Fig. 1: run 1, placement density heat map
Scale bar: 20 um. The die is cut into 11 by 11 equal tiles; black is low, pale yellow is high, 0 to 100% covered.
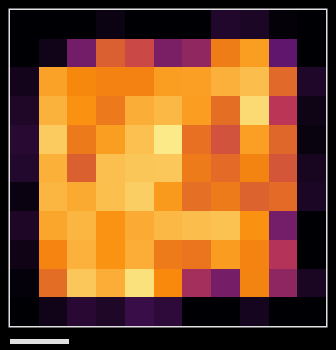
Fig. 2: run 1, supply network
Scale bar: 20 um. Pins as bars on the die edge.
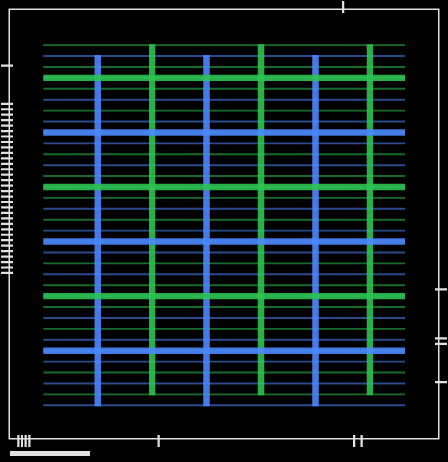
Fig. 3: run 1, I/O nets highlighted
Scale bar: 20 um.
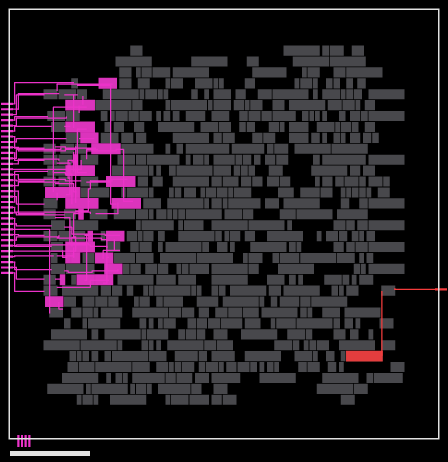
**config.mk**
```make
export PLATFORM = sky130hd
export DESIGN_NAME = conv3x3_sobel
export DESIGN_NICKNAME = d
export VERILOG_FILES = /design/src/rtl/conv3x3_sobel.sv
export SDC_FILE = /design/constraint.sdc
export NUM_CORES = 1
export LEC_CHECK = 0
export ABC_CLOCK_PERIOD_IN_PS = 2100
export CAP_MARGIN = 10
export CORE_MARGIN = 8
export CORE_UTILIZATION = 52
export DETAILED_ROUTE_END_ITERATION = 7
export MAX_ROUTING_LAYER = met4
export PLACE_DENSITY_LB_ADDON = 0.15
export SYNTH_ARGS = -nofsm -noshare
export SYNTH_HDL_FRONTEND = slang
export SYNTH_SLANG_ARGS = --single-unit
```
**constraint.sdc**
```tcl
create_clock -name clk -period 2.1 [get_ports clk]
set_clock_uncertainty 0.2 [all_clocks]
set_input_delay 0.315 -clock clk [delete_from_list [all_inputs] [get_ports clk]]
set_output_delay 0.315 -clock clk [all_outputs]
set_load 0.02 [all_outputs]
```
**src/rtl/conv3x3_sobel.sv**
```systemverilog
// 3x3 Sobel edge filter: 3-stage pipeline with column/line tracking and border forcing.
// Define SOBEL_THRESHOLD_EN to binarize the output against THRESH instead of mag[6:3].
module conv3x3_sobel #(
   parameter int N      = 399,
   parameter int ROWS   = 398,
   parameter int THRESH = 32
) (
   input  logic        clk,
   input  logic        reset,
   input  logic [35:0] pixel_in,
   input  logic        wr_sig,
   output logic [3:0]  pixel_out,
   output logic        valid_out,
   output logic        frame_done
);

   localparam int              RW       = (ROWS > 1) ? $clog2(ROWS) : 1;
   localparam logic [8:0]      COL_LAST = 9'(N);
   localparam logic [RW-1:0]   ROW_LAST = RW'(ROWS - 1);

   generate
      if (N < 1 || N > 511 || ROWS < 1 || THRESH < 0 || THRESH > 127) begin : g_bad_param
         $error("conv3x3_sobel: parameter out of range");
      end
   endgenerate

   // p + 2q + r, at most 60
   function automatic logic [5:0] wsum(input logic [3:0] a, input logic [3:0] b,
                                       input logic [3:0] c);
      return {2'b00, a} + {1'b0, b, 1'b0} + {2'b00, c};
   endfunction

   function automatic logic [5:0] absdiff(input logic [5:0] a, input logic [5:0] b);
      return (a >= b) ? a - b : b - a;
   endfunction

   logic [3:0]    p [3][3];
   logic [5:0]    gxp_q, gxn_q, gyp_q, gyn_q, gxp_d, gxn_d, gyp_d, gyn_d;
   logic [5:0]    agx_q, agy_q, agx_d, agy_d;
   logic          v1_q, v2_q, v1_d, v2_d;
   logic [6:0]    mag;
   logic [3:0]    pix_map;
   logic [3:0]    pixel_q, pixel_d;
   logic          valid_q, valid_d, frame_q, frame_d;
   logic [8:0]    col_q, col_d;
   logic [RW-1:0] row_q, row_d;

`ifdef SOBEL_THRESHOLD_EN
   localparam logic [6:0] THRESH_V = 7'(THRESH);
`endif

   always_comb begin
      for (int unsigned r = 0; r < 3; r++) begin
         for (int unsigned c = 0; c < 3; c++) begin
            p[r][c] = pixel_in[35 - 12*r - 4*c -: 4];
         end
      end
   end

   always_comb begin
      v1_d    = wr_sig;
      v2_d    = v1_q;
      valid_d = v2_q;
      gxp_d   = gxp_q;
      gxn_d   = gxn_q;
      gyp_d   = gyp_q;
      gyn_d   = gyn_q;
      agx_d   = agx_q;
      agy_d   = agy_q;
      pixel_d = pixel_q;
      frame_d = 1'b0;
      col_d   = col_q;
      row_d   = row_q;

      if (wr_sig) begin
         gxp_d = wsum(p[0][2], p[1][2], p[2][2]);
         gxn_d = wsum(p[0][0], p[1][0], p[2][0]);
         gyp_d = wsum(p[2][0], p[2][1], p[2][2]);
         gyn_d = wsum(p[0][0], p[0][1], p[0][2]);
      end

      if (v1_q) begin
         agx_d = absdiff(gxp_q, gxn_q);
         agy_d = absdiff(gyp_q, gyn_q);
      end

      mag = {1'b0, agx_q} + {1'b0, agy_q};
`ifdef SOBEL_THRESHOLD_EN
      pix_map = (mag >= THRESH_V) ? 4'hF : 4'h0;
`else
      pix_map = 4'(mag >> 3);
`endif

      // col_q/row_q name the output being produced this cycle; they advance with it
      if (v2_q) begin
         pixel_d = (col_q == '0 || col_q == COL_LAST) ? '0 : pix_map;
         frame_d = (col_q == COL_LAST) && (row_q == ROW_LAST);
         if (col_q == COL_LAST) begin
            col_d = '0;
            row_d = (row_q == ROW_LAST) ? '0 : row_q + 1'b1;
         end else begin
            col_d = col_q + 1'b1;
         end
      end
   end

   always_ff @(posedge clk or negedge reset) begin
      if (!reset) begin
         gxp_q   <= '0;
         gxn_q   <= '0;
         gyp_q   <= '0;
         gyn_q   <= '0;
         agx_q   <= '0;
         agy_q   <= '0;
         v1_q    <= 1'b0;
         v2_q    <= 1'b0;
         pixel_q <= '0;
         valid_q <= 1'b0;
         frame_q <= 1'b0;
         col_q   <= '0;
         row_q   <= '0;
      end else begin
         gxp_q   <= gxp_d;
         gxn_q   <= gxn_d;
         gyp_q   <= gyp_d;
         gyn_q   <= gyn_d;
         agx_q   <= agx_d;
         agy_q   <= agy_d;
         v1_q    <= v1_d;
         v2_q    <= v2_d;
         pixel_q <= pixel_d;
         valid_q <= valid_d;
         frame_q <= frame_d;
         col_q   <= col_d;
         row_q   <= row_d;
      end
   end

   assign pixel_out  = pixel_q;
   assign valid_out  = valid_q;
   assign frame_done = frame_q;

endmodule

```
==> results.txt, run 1 <==
Status = finished, violations left
Violated checks = negative setup slack
Largest area contributor in the netlist = dfrtp_1
Core Util, Final = 70.3%
Worst-path clk slew = 0.08 ns
Vias in the first global route = 3358
Highest routed layer = met4
Final worst setup slack = -0.164 ns
Mean Syn Cell Area = 9.90 um^2
Antenna violations before repair = 0
Filler cells = 614
Yosys stat cell total = 432
Met3 usage = 3.60%
Fin nets = 634
Deepest clock path buffer count = 2
Endpoints failing setup = 10
Buffering overhead = 14.4%
Logic Gate Count = 306
GRT busiest layer = met2
Sw Share = 36.6%
Static leakage = 2.70 nW
Syn. warnings = 0
Seq area share = 27.3%
Worst Path Arrival = 2.29 ns
Distinct cells, synth = 39
Fa+ha+maj area frac = 24.3%
Critical path's largest stage delay = 0.38 ns
Sequential cell power = 1.72 mW
Ys async rst share = 100%
N_taps = 105
Post-CTS Setup Repair Bufs = 3
Hold Crit Class = register to register
Post-Synth AOI/OAI Area = 12.9%
Simple-Gate Fraction of Synth Area = 11.0%
Nature of the critical path endpoint = register
Fin. Hold Viols = 0
Top delay family on crit path = adder cells
Most instantiated logic cells after routing = 62 x dfrtp_1, 46 x buf_4, 44 x inv_1
Back to the opening pictures, Fig. 1:
tiles over 75% full: 34%
densest ninth of the die: centre
mean over tiles: 49%
nearly empty tiles: 15%
fullest tile: 95%
Core ar.: 8090 um^2
Floorplan Utilization: 52.8%

Back to the opening pictures, Fig. 2:
[VDD] green
[VSS] blue
met5 straps: 6
met4 straps: 6
VDD IR max: 0.443 mV
die outline height: 107 um
Die W: 107 um

Back to the opening pictures, Fig. 3:
[valid_out] red | bits: 1 | direction: output | end cells: 1 | buffers: 1 | wire: 26.5 um
[pixel_in] magenta | bits: 36 | direction: input | end cells: 24 | buffers: 33 | wire: 856 um
Ports: 45
Port Buffer Count: 40

-- run 1: stage by stage --
step	power [mW]	setup TNS (ns)	cell area (um^2)	hold slack (ns)	setup WS, ns
finish	5.99	-0.850	5690	0.310	-0.164
global route	6.40	-1.53	5690	0.324	-0.242
CTS	5.63	-0.587	5430	0.315	-0.154
detailed placement	4.27	-10.09	5070	0.150	-0.659
global placement	4.20	-9.06	5070	0.148	-0.612
floorplan	3.46	-0.245	4290	-0.181	-0.0916
-- run 1: sequential cells by signal (all words and copies together) (netlist names) --
| register | cells |
|---|---|
| agx_q | 6 |
| agy_q | 6 |
| col_q | 9 |
| frame_done | 1 |
| gxn_q | 6 |
| gxp_q | 6 |
| gyn_q | 6 |
| gyp_q | 6 |
| pixel_out | 4 |
| row_q | 9 |
| v1_q | 1 |
| v2_q | 1 |
| valid_out | 1 |
Fig. 4: run 1, placed cells, one colour a class
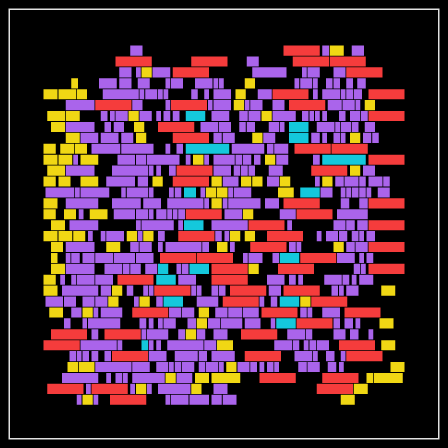

==> run 2: changes to the inputs <==
--- a/config.mk
+++ b/config.mk
@@ -5,10 +5,10 @@
 export SDC_FILE = /design/constraint.sdc
 export NUM_CORES = 1
 export LEC_CHECK = 0
-export ABC_CLOCK_PERIOD_IN_PS = 2100
+export ABC_CLOCK_PERIOD_IN_PS = 2300
 export CAP_MARGIN = 10
 export CORE_MARGIN = 8
-export CORE_UTILIZATION = 52
+export CORE_UTILIZATION = 58
 export DETAILED_ROUTE_END_ITERATION = 7
 export MAX_ROUTING_LAYER = met4
 export PLACE_DENSITY_LB_ADDON = 0.15
==> constraint.sdc (replaced) <==
create_clock -name clk -period 2.3 [get_ports clk]
set_clock_uncertainty 0.2 [all_clocks]
set_input_delay 0.345 -clock clk [delete_from_list [all_inputs] [get_ports clk]]
set_output_delay 0.345 -clock clk [all_outputs]
set_load 0.02 [all_outputs]
Fig. 5: run 2, placed cells, one colour a class
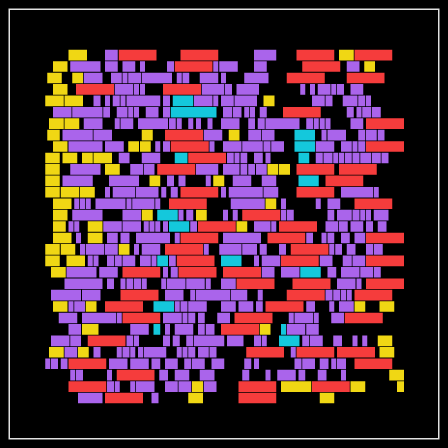
[remaining logic cells] purple | cells: 359 | share of their area: 54%
[registers] red | cells: 62 | share of their area: 30%
[remaining buffers and delay cells] yellow | cells: 65 | share of their area: 12%
[clock drivers and dummy loads] cyan | cells: 16 | share of their area: 3.9%
# rows: 31
Seq area share: 29.3%
Design Area, Final: 5290 um^2
Core Util, Final: 73.3%
Core ar.: 7210 um^2

==> run 2 against run 1 <==
Sequential share of layout area grew 2.1 points. Clock power shrank 22%. Non-clock buffer count shrank 27. Highest routed layer unchanged. Largest cell class unchanged. Critical path type unchanged. The run now ends clean.
==> results.txt, run 2 <==
Port Buffer Count = 40
Fa+ha+maj area frac = 24.3%
Largest area contributor in the netlist = dfrtp_1
VDD IR max = 0.411 mV
Simple-Gate Fraction of Synth Area = 11.0%
Final worst setup slack = 0.000798 ns
Largest regs = col_q x9, row_q x9
Antenna violations before repair = 0
Yosys stat cell total = 432
Vias in the first global route = 3319
Top delay family on crit path = adder cells
Most instantiated logic cells after routing = 62 x dfrtp_1, 45 x inv_1, 42 x ha_1
Die outline height = 102 um
Die W = 102 um
Distinct cells, synth = 39
Fin. Hold Viols = 0
Worst Path Arrival = 2.30 ns
Status = finished clean
Deepest clock path buffer count = 2
Post-Synth AOI/OAI Area = 12.9%
Total power = 4.91 mW
Sequential cell power = 1.57 mW
Pre-CTS setup slack = -0.490 ns
Static leakage = 2.53 nW
Critical path's largest stage delay = 0.42 ns
Nature of the critical path endpoint = register
Syn. warnings = 0
Mean Syn Cell Area = 9.90 um^2
Fig. 6: run 2, I/O nets highlighted
Scale bar: 20 um.
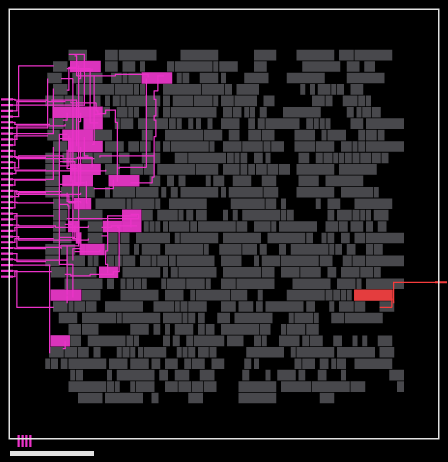
[pixel_in] magenta | bits: 36 | direction: input | end cells: 24 | buffers: 34 | wire: 1040 um
[valid_out] red | bits: 1 | direction: output | end cells: 1 | buffers: 1 | wire: 20.1 um

## run 2: cell counts after synthesis
No cell type changed its count.
## run 2: repair_timing
item	in CTS	in global routing
endpoints found under the setup margin	12	20
hold endpoints to repair	27	0
gates resized	22	35
pin swaps	9	28
hold buffers	1	0
setup buffers	0	3
## run 2: area by class of cell
class | count | area, um^2
clock buffers | 11 | 141
multi-input cells | 306 | 2600
flip-flops and latches | 62 | 1550
inverters | 53 | 199
fillers | 552 | 1920
well taps | 99 | 124
repair buffers | 65 | 619
clock inverters | 5 | 58.8
## run 2: layer usage
layer	vias to the layer above	track usage, %	wire length, um
met2	70	30.0	4340
met3	23	3.34	302
met4	0	9.03	267
met1	1528	20.8	3690
met5	-	-	0
li1	1588	-	-
Power figures rest on the tool's default switching activity, not on a simulated workload.
